### The metal 1 layer, run 1

The bar under the picture is 20 um long.
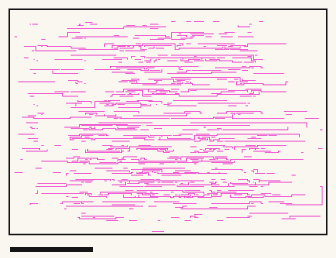
### Pin placement, run 1

The bar under the picture is 20 um long. Pins as bars across the die edge, other pins in grey.
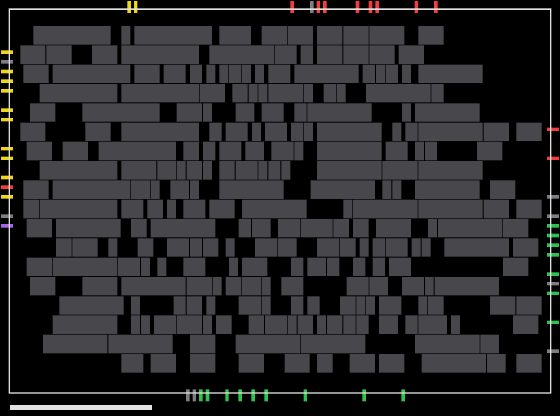
### Where the registers sit, run 1

The bar under the picture is 20 um long. Other sequential cells in the stronger grey, the rest of the logic in the fainter grey.
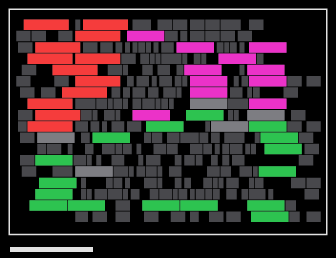
**config.mk**
```make
export PLATFORM = sky130hd
export DESIGN_NAME = tc_sm_stream
export DESIGN_NICKNAME = d
export VERILOG_FILES = /design/src/rtl/tc_sm_stream.sv
export SDC_FILE = /design/constraint.sdc
export NUM_CORES = 1
export LEC_CHECK = 0
export CAP_MARGIN = 20
export CORE_ASPECT_RATIO = 0.7
export CORE_UTILIZATION = 53
export DETAILED_ROUTE_END_ITERATION = 8
export HOLD_SLACK_MARGIN = 0.1
export PLACE_DENSITY = 0.84
export SLEW_MARGIN = 20
export SYNTH_ARGS = -nofsm -noshare
export SYNTH_HDL_FRONTEND = slang
export SYNTH_SLANG_ARGS = --single-unit
```
**constraint.sdc**
```tcl
create_clock -name clk -period 3.95 [get_ports clk]
set_input_delay 0.5925 -clock clk [delete_from_list [all_inputs] [get_ports clk]]
set_output_delay 0.5925 -clock clk [all_outputs]
set_load 0.05 [all_outputs]
```
**src/rtl/tc_sm_stream.sv**
```systemverilog
// -----------------------------------------------------------------------------
// tc_sm_stream
//   Pipelined two's-complement to sign-magnitude converter with a valid/ready
//   stream interface and a saturation event counter.
//
//   Stage S1 registers the raw input word. Stage S2 registers the converted
//   sign / magnitude / saturation flag, and that stage drives the outputs.
//   Backpressure ripples back combinationally, so in_ready depends on
//   out_ready. At most two words are held.
//
// Parameters
//   W      input word width (>= 2). The sign is bit W-1 and the magnitude is W-1 bits.
//   SAT    1: a most-negative input gives magnitude all-ones. 0: it gives magnitude 0.
//   CNT_W  width of the saturation event counter (>= 1)
//
// Ports
//   clk, rst_n            clock (rising edge) and asynchronous active-low reset
//   in_valid / in_ready   input handshake. tc is the two's-complement word.
//   out_valid / out_ready output handshake. sign and sm are the converted word.
//   out_sat               set when the output word came from the most-negative input
//   clr_cnt               synchronous clear of sat_cnt and sat_seen
//   sat_cnt               counts saturated words delivered. It holds at its maximum.
//   sat_seen              sticky flag: at least one saturated word has been delivered
// -----------------------------------------------------------------------------
module tc_sm_stream #(
  parameter int W     = 12,
  parameter bit SAT   = 1'b1,
  parameter int CNT_W = 16
) (
  input  logic             clk,
  input  logic             rst_n,
  input  logic             in_valid,
  output logic             in_ready,
  input  logic [W-1:0]     tc,
  output logic             out_valid,
  input  logic             out_ready,
  output logic             sign,
  output logic [W-2:0]     sm,
  output logic             out_sat,
  input  logic             clr_cnt,
  output logic [CNT_W-1:0] sat_cnt,
  output logic             sat_seen
);

  localparam int MW = W - 1;

  // Stage S1: raw word
  logic          s1_v_q, s1_v_d;
  logic [W-1:0]  s1_tc_q, s1_tc_d;

  // Stage S2: converted word
  logic          s2_v_q, s2_v_d;
  logic          sign_q, sign_d;
  logic [MW-1:0] sm_q, sm_d;
  logic          sat_q, sat_d;

  // Saturation statistics
  logic [CNT_W-1:0] cnt_q, cnt_d;
  logic             seen_q, seen_d;

  // Handshake
  logic s2_take, s1_take;
  logic deliver_sat;

  // Conversion of the word held in S1
  logic          cv_sign;
  logic          cv_sat;
  logic [MW-1:0] cv_rest;
  logic [MW-1:0] cv_sm;

  // S2 can load when it is empty or when its word leaves this cycle.
  // S1 can load when it is empty or when its word moves into S2.
  assign s2_take  = !s2_v_q || out_ready;
  assign s1_take  = !s1_v_q || s2_take;
  assign in_ready = s1_take;

  assign deliver_sat = s2_v_q && out_ready && sat_q;

  always_comb begin
    // NOTE: every variable written here gets a value before any branch.
    // A path that leaves one unassigned would infer a latch.
    cv_rest = s1_tc_q[W-2:0];
    cv_sign = s1_tc_q[W-1];
    cv_sat  = cv_sign && (cv_rest == '0);
    cv_sm   = cv_rest;
    if (cv_sat) begin
      // 1 followed by zeros has no positive counterpart in W-1 bits.
      cv_sm = SAT ? '1 : '0;
    end else if (cv_sign) begin
      cv_sm = (~cv_rest) + MW'(1);
    end
  end

  always_comb begin
    s1_v_d  = s1_v_q;
    s1_tc_d = s1_tc_q;
    if (s1_take) begin
      s1_v_d = in_valid;
      if (in_valid) begin
        s1_tc_d = tc;
      end
    end
  end

  always_comb begin
    s2_v_d = s2_v_q;
    sign_d = sign_q;
    sm_d   = sm_q;
    sat_d  = sat_q;
    // Data moves only with a valid word, so a stalled or drained S2 keeps
    // its last value.
    if (s2_take) begin
      s2_v_d = s1_v_q;
      if (s1_v_q) begin
        sign_d = cv_sign;
        sm_d   = cv_sm;
        sat_d  = cv_sat;
      end
    end
  end

  always_comb begin
    cnt_d  = cnt_q;
    seen_d = seen_q;
    // Clear takes priority over a saturated delivery in the same cycle.
    if (clr_cnt) begin
      cnt_d  = '0;
      seen_d = 1'b0;
    end else if (deliver_sat) begin
      seen_d = 1'b1;
      if (cnt_q != '1) begin
        cnt_d = cnt_q + CNT_W'(1);
      end
    end
  end

  // NOTE: sequential state uses non-blocking assignments only. All registers
  // then sample their next values from the same edge, so evaluation order
  // does not matter.
  always_ff @(posedge clk or negedge rst_n) begin
    if (!rst_n) begin
      s1_v_q <= 1'b0;
      s2_v_q <= 1'b0;
      sign_q <= 1'b0;
      sm_q   <= '0;
      sat_q  <= 1'b0;
      cnt_q  <= '0;
      seen_q <= 1'b0;
    end else begin
      s1_v_q <= s1_v_d;
      s2_v_q <= s2_v_d;
      sign_q <= sign_d;
      sm_q   <= sm_d;
      sat_q  <= sat_d;
      cnt_q  <= cnt_d;
      seen_q <= seen_d;
    end
  end

  // NOTE: the S1 data register has no reset on purpose. Whether it holds
  // meaningful data is decided by s1_v_q alone. The S2 data does get a reset
  // because the outputs must read 0 after reset.
  always_ff @(posedge clk) begin
    s1_tc_q <= s1_tc_d;
  end

  assign out_valid = s2_v_q;
  assign sign      = sign_q;
  assign sm        = sm_q;
  assign out_sat   = sat_q;
  assign sat_cnt   = cnt_q;
  assign sat_seen  = seen_q;

endmodule

```
==> flow_summary.toml, run 1 <==
# yosys + openroad results
[timing]
finalCriticalPeriod_ns = 2.703
maxSlewViolCount = 0
finalCritPeriodShare = 0.6842
finalSetupViolations = 0
fmax_mhz = 370.0
relSlewSlack = 0.5878
hold_viol = 0
grt_setup_unrepaired = "no"
tightest_slew_ns = 0.6161
fin_skew_ns = 0.001914

[power]
ir_worst_vdd_uv = 269.0
power_leakage_nw = 1.027
p_switching_uw = 336.1
power.share.switching = 0.3127
clkPwrFrac = 0.261
p_int_uw = 738.7
p_total_mw = 1.075
p_per_area_mw_per_mm2 = 405.0
seqPwrFrac = 0.499

[hold_path]
hold_class = "reg2reg"

[finish]
final_common_cell = "clkdlybuf4s50_1"
mostFrequentLayoutCells = "clkdlybuf4s50_1 (48), nor2_1 (34), dfrtp_1 (32), a21oi_1 (14), xnor2_1 (13)"
areaGrowthSynthToFinish_pct = 30.20
nets = 263
drive_above_1_share = 0.04490

[detailed_routing]
dr.pass1.iters = 4
vias_per_cell = 5.295
drc_errors = 0
drt_iter0_drc = 173
ant_nets = 0
wl_per_cell_um = 14.57

[setup_path]
cp_top_family = "buffers and inverters"
path_max_fanout = 4
critPathKind = "in2out"
cp_slowest_cell = "clkdlybuf4s50_1"
end_kind = "output port"
crit_path_cell_trace = "clkdlybuf4s50_1 > nand3b_1 > clkdlybuf4s50_1"
path_buffers = 2
start_kind = "primary input"

[cts]
hold_buffers = 0
cts_buffers = 5
clockBufferDepth = 2
post_cts_buffers = 0
clock_sinks = 44
cts_tree = "built"
clkTransAtPathRegs_ns = 0.07
cts_root_buffer = "clkbuf_8"
clock_latency_ns = 0.29

[logic_synthesis]
ys_warn_count = 0
ff_type = "dfrtp_1"
syn_inst = 194
syn_area_mm2 = 0.002038
common_cells = "nor2_1 (34), dfrtp_1 (32), a21oi_1 (14)"
edf_count = 12
synthArstFlopShare = 0.7273
ys_seq_frac = 0.5697
top_area_frac = 0.3929
top_area_cell = "dfrtp_1"
synth_cell_types = 38
synth.area.top_cells = "dfrtp_1 (39%), edfxtp_1 (18%), nor2_1 (6.3%), xnor2_1 (5.6%), a21oi_1 (3.4%)"
floorplan.nets = 213

[place]
dpl.hpwl_um = 3213
dp_cells = 287
io_buffers = 48

[floorplan]
fp-utilization = 0.5656
num_rows = 18
core-area_mm2 = 0.003603
die_area_mm2 = 0.004102
ioPinCount = 49

[global_routing]
antenna_found_initial = 0
grt_max_degree = 33
grt_pass1_vias = 1380
grt_util_all_layers = 0.2297

[job]
max_cap_viol_count = 0
warnings = 26

[outcome]
status = "completed"
Notes on 'The metal 1 layer' above:
The layer holds 52% of the routed length. The longest straight run is 28.1 um. The wires run mostly horizontal. The layer carries 2220 um of wire. 232 nets have wire on it.
Routed WL: 4298 um
via count: 1562
grt met1 use: 0.3591

Notes on 'Pin placement' above:
Key: sat_cnt = green [pins 16, direction output, edge 9 south, 7 east]; tc = yellow [pins 12, direction input, edge 10 west, 2 north]; sm = red [pins 11, direction output, edge 8 north, 2 east, 1 west]; in_ready = purple [pins 1, direction output, edge west]
All pins by edge: 14 west, 13 east, 11 south, 11 north.
Chip Width: 76.12 um
Die H: 53.89 um

Notes on 'Where the registers sit' above:
Key: sm = magenta [sequential cells 11]; sat_cnt = green [sequential cells 16]; s1_tc_q = red [sequential cells 12]
Seq area share: 0.4375
fin util: 0.7365
FF/Latch Area: 0.001161 mm^2
Flop+latch power: 537 uW

==> run 1: power by group through the flow <==
stage / clock, mW / sequential, mW / combinational (mW)
floorplan: 0 / 0.638 / 0.0641
global placement: 0 / 0.544 / 0.254
detailed placement: 0 / 0.546 / 0.257
CTS: 0.289 / 0.536 / 0.258
global route: 0.311 / 0.541 / 0.274
finish: 0.281 / 0.537 / 0.257
==> run 1: path summary, 6_finish.rpt <==
check	start	to	slack, ns	cells past startpoint
min in group asynchronous	rst_n	sat_cnt[13]	0.70	2
max	out_ready	in_ready	1.25	3
max reg2reg	sat_cnt[0]	sat_cnt[10]	1.77	6
max in group asynchronous	rst_n	out_valid	2.96	2
min	sign	sign	0.52	2
min reg2reg	sign	sign	0.52	2
==> run 1: kinds of logic after synthesis <==
group	synth area share
compound gates	0.09762
simple gates	0.1971
flops	0.5697
xor+xnor	0.08594
mux	0.01044
buf+inv	0.02701
fa+ha+maj	0.01228
==> run 1: sequential cells by signal (all words and copies together) (netlist names) <==
name       count
sat_cnt       16
sm            11
out_valid      1
s1_tc_q       12
sat_seen       1
sign           1
s1_v_q         1
out_sat        1
==> run 1: final cells by class <==
cell class	instances	area, um^2
sequential	44	1161
fill	264	949.7
multi-input combinational	138	822.0
timing repair buffer	51	503.0
clock buffer	8	90.09
tap	50	62.56
inverter	4	15.01
==> run 1: routing by layer <==
metal,GRT usage,share of wire
met1,0.3591,0.52
met2,0.3030,0.41
met3,0.07288,0.073
met4,0.05449,0
met5,0,0
==> run 1: metrics by stage <==
stage	cell area, um^2	hold slack (ns)	setup slack [ns]	util
after floorplan	2038	0.2969	1.832	-
after global placement	2564	0.4947	1.288	0.7115
after detailed placement	2564	0.5010	1.256	0.7115
after CTS	2654	0.5218	1.242	0.7365
after global routing	2654	0.5389	1.181	0.7365
final	2654	0.5219	1.247	0.7365
### Wiring heat map, run 1

The bar under the picture is 20 um long. 15 x 11 tiles, from dark blue (low) to red (high), scaled to the fullest tile. Values are wire area over tile area, all layers added.
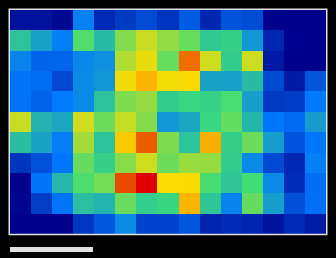

==> inputs of run 2 (changes only) <==
CORE_UTILIZATION = 49   (was 53)
PLACE_DENSITY = 0.78   (was 0.84)
clock period = 2.5 ns   (was 3.95 ns; I/O delays follow)
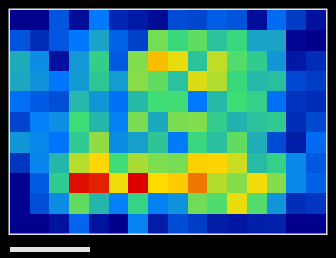
*Wiring heat map, run 2*
The bar under the picture is 20 um long. 16 x 11 tiles, from dark blue (low) to red (high), scaled to the fullest tile. Values are wire area over tile area, all layers added.
The mean over all tiles is 0.15. The fullest tile reaches 0.44. 6.2% of the tiles are nearly empty. The emptiest ninth of the die: north-west. 26% of the tiles are over half the peak.
via count: 1582
Routed WL: 4264 um

==> flow_summary.toml, run 2 <==
# yosys + openroad results
[place]
dp_cells = 292
dpl.hpwl_um = 3145

[timing]
maxSlewViolCount = 0
finalCritPeriodShare = 0.8039
fin_skew_ns = 0.004096
finalCriticalPeriod_ns = 2.010
fmax_mhz = 497.5
relSlewSlack = 0.6501
grt_setup_unrepaired = "no"
finalSetupViolations = 0
tightest_slew_ns = 0.5249

[logic_synthesis]
synth_cell_types = 38
synth.area.top_cells = "dfrtp_1 (39%), edfxtp_1 (18%), nor2_1 (6.3%), xnor2_1 (5.6%), a21oi_1 (3.4%)"
syn_inst = 194
syn_area_mm2 = 0.002038
floorplan.nets = 213
top_area_cell = "dfrtp_1"
ys_seq_frac = 0.5697
edf_count = 12
top_area_frac = 0.3929
synthArstFlopShare = 0.7273

[global_routing]
use_met3 = 0.04426
antenna_found_initial = 0
gr-usage-met2 = 0.2783
grt-busiest-layer = "met1"
grt_pass1_vias = 1429
gr-usage-met1 = 0.3366
grt_max_degree = 33
grt_util_all_layers = 0.2085

[setup_path]
end_kind = "register"
path_max_fanout = 6
crit_path_cell_trace = "ha_1 > nand4_1 > nor4_1 > nor4_1 > nand3_1 > mux2_2"
path_buffers = 0
r2r_slack_ns = 0.49
critPathKind = "reg2reg"
slowest_delay_ns = 0.44
start_kind = "register"
cp_slowest_cell = "dfrtp_1"
cp_top_family = "simple AND/OR/NAND/NOR gates"

[cts]
cts_tree = "built"
hold_buffers = 0
post_cts_buffers = 0
cts_root_buffer = "clkbuf_8"
cts_buffers = 5
clockBufferDepth = 2
clkTransAtPathRegs_ns = 0.07
clock_sinks = 44

[detailed_routing]
dr.pass1.iters = 4
dr_wl_met2_um = 1807
vias_per_cell = 5.273
drt-met1-wl_um = 2241
wl_per_cell_um = 14.21
top_layer = "met4"
dr_wl_met3_um = 192
drc_errors = 0

[floorplan]
core-area_mm2 = 0.003946
ioPinCount = 49
die_area_mm2 = 0.004426
die_h_um = 55.96
die_x_um = 79.09
num_rows = 19

[finish]
mostFrequentLayoutCells = "clkdlybuf4s50_1 (47), nor2_1 (34), dfrtp_1 (32), a21oi_1 (14), xnor2_1 (13)"
nets = 266
areaGrowthSynthToFinish_pct = 30.82
largest_register_ffs = 16
fillCellCount = 319
design_area_mm2 = 0.002666
final_common_cell = "clkdlybuf4s50_1"
drive_above_1_share = 0.05645

[job]
warnings = 26

[power]
power_leakage_nw = 1.038

[outcome]
status = "completed"
run 2: final timing paths:
| path | endpoint | startpoint | depth (start not counted) |
|---|---|---|---|
| setup / recovery | sat_cnt[15] | sat_cnt[0] | 6 |
| hold / removal | sm[2] | rst_n | 2 |
| setup reg to reg | sat_cnt[15] | sat_cnt[0] | 6 |
| hold reg to reg | sm[10] | sm[10] | 2 |
| max in group asynchronous | out_valid | rst_n | 2 |
| min in group clk | sm[10] | sm[10] | 2 |
run 2: stage by stage:
stage	power [mW]	hold WS [ns]	utilization	worst slack [ns]
after global routing	1.743	0.5116	0.6757	0.3322
after CTS	1.680	0.4897	0.6757	0.5116
after floorplan	1.109	0.07941	-	0.3825
after detailed placement	1.272	0.4701	0.6554	0.3109
final	1.665	0.4838	0.6757	0.4901
after global placement	1.266	0.4700	0.6554	0.3815
run 2: kinds of logic after synthesis:
logic type	after synthesis	synth area share
XOR/XNOR	20	0.08594
flip-flops	44	0.5697
multiplexers	2	0.01044
buffers and inverters	12	0.02701
AND/OR/NAND/NOR	82	0.1971
AND-OR/OR-AND	32	0.09762
adder cells (fa/ha/maj)	2	0.01228
run 2: final cells by class:
class | instances | area (um^2) | area share
Clock buffer | 7 | 76.32 | 0.02863
Clock inverter | 1 | 3.754 | 0.001408
Inverter | 4 | 15.01 | 0.005631
Multi-Input combinational cell | 138 | 822.0 | 0.3083
Sequential cell | 44 | 1161 | 0.4355
Tap cell | 52 | 65.06 | 0.02440
Timing Repair Buffer | 54 | 523.0 | 0.1962
run 2: report_power, final:
| part | switching, mW | total, mW | internal, mW | leakage (nW) |
|---|---|---|---|---|
| registers | 0.0447 | 0.845 | 0.801 | 0.520 |
| logic | 0.267 | 0.411 | 0.145 | 0.478 |
| clock network | 0.214 | 0.409 | 0.195 | 0.0399 |
No activity file was given, so power comes from the tool's default toggle rates.
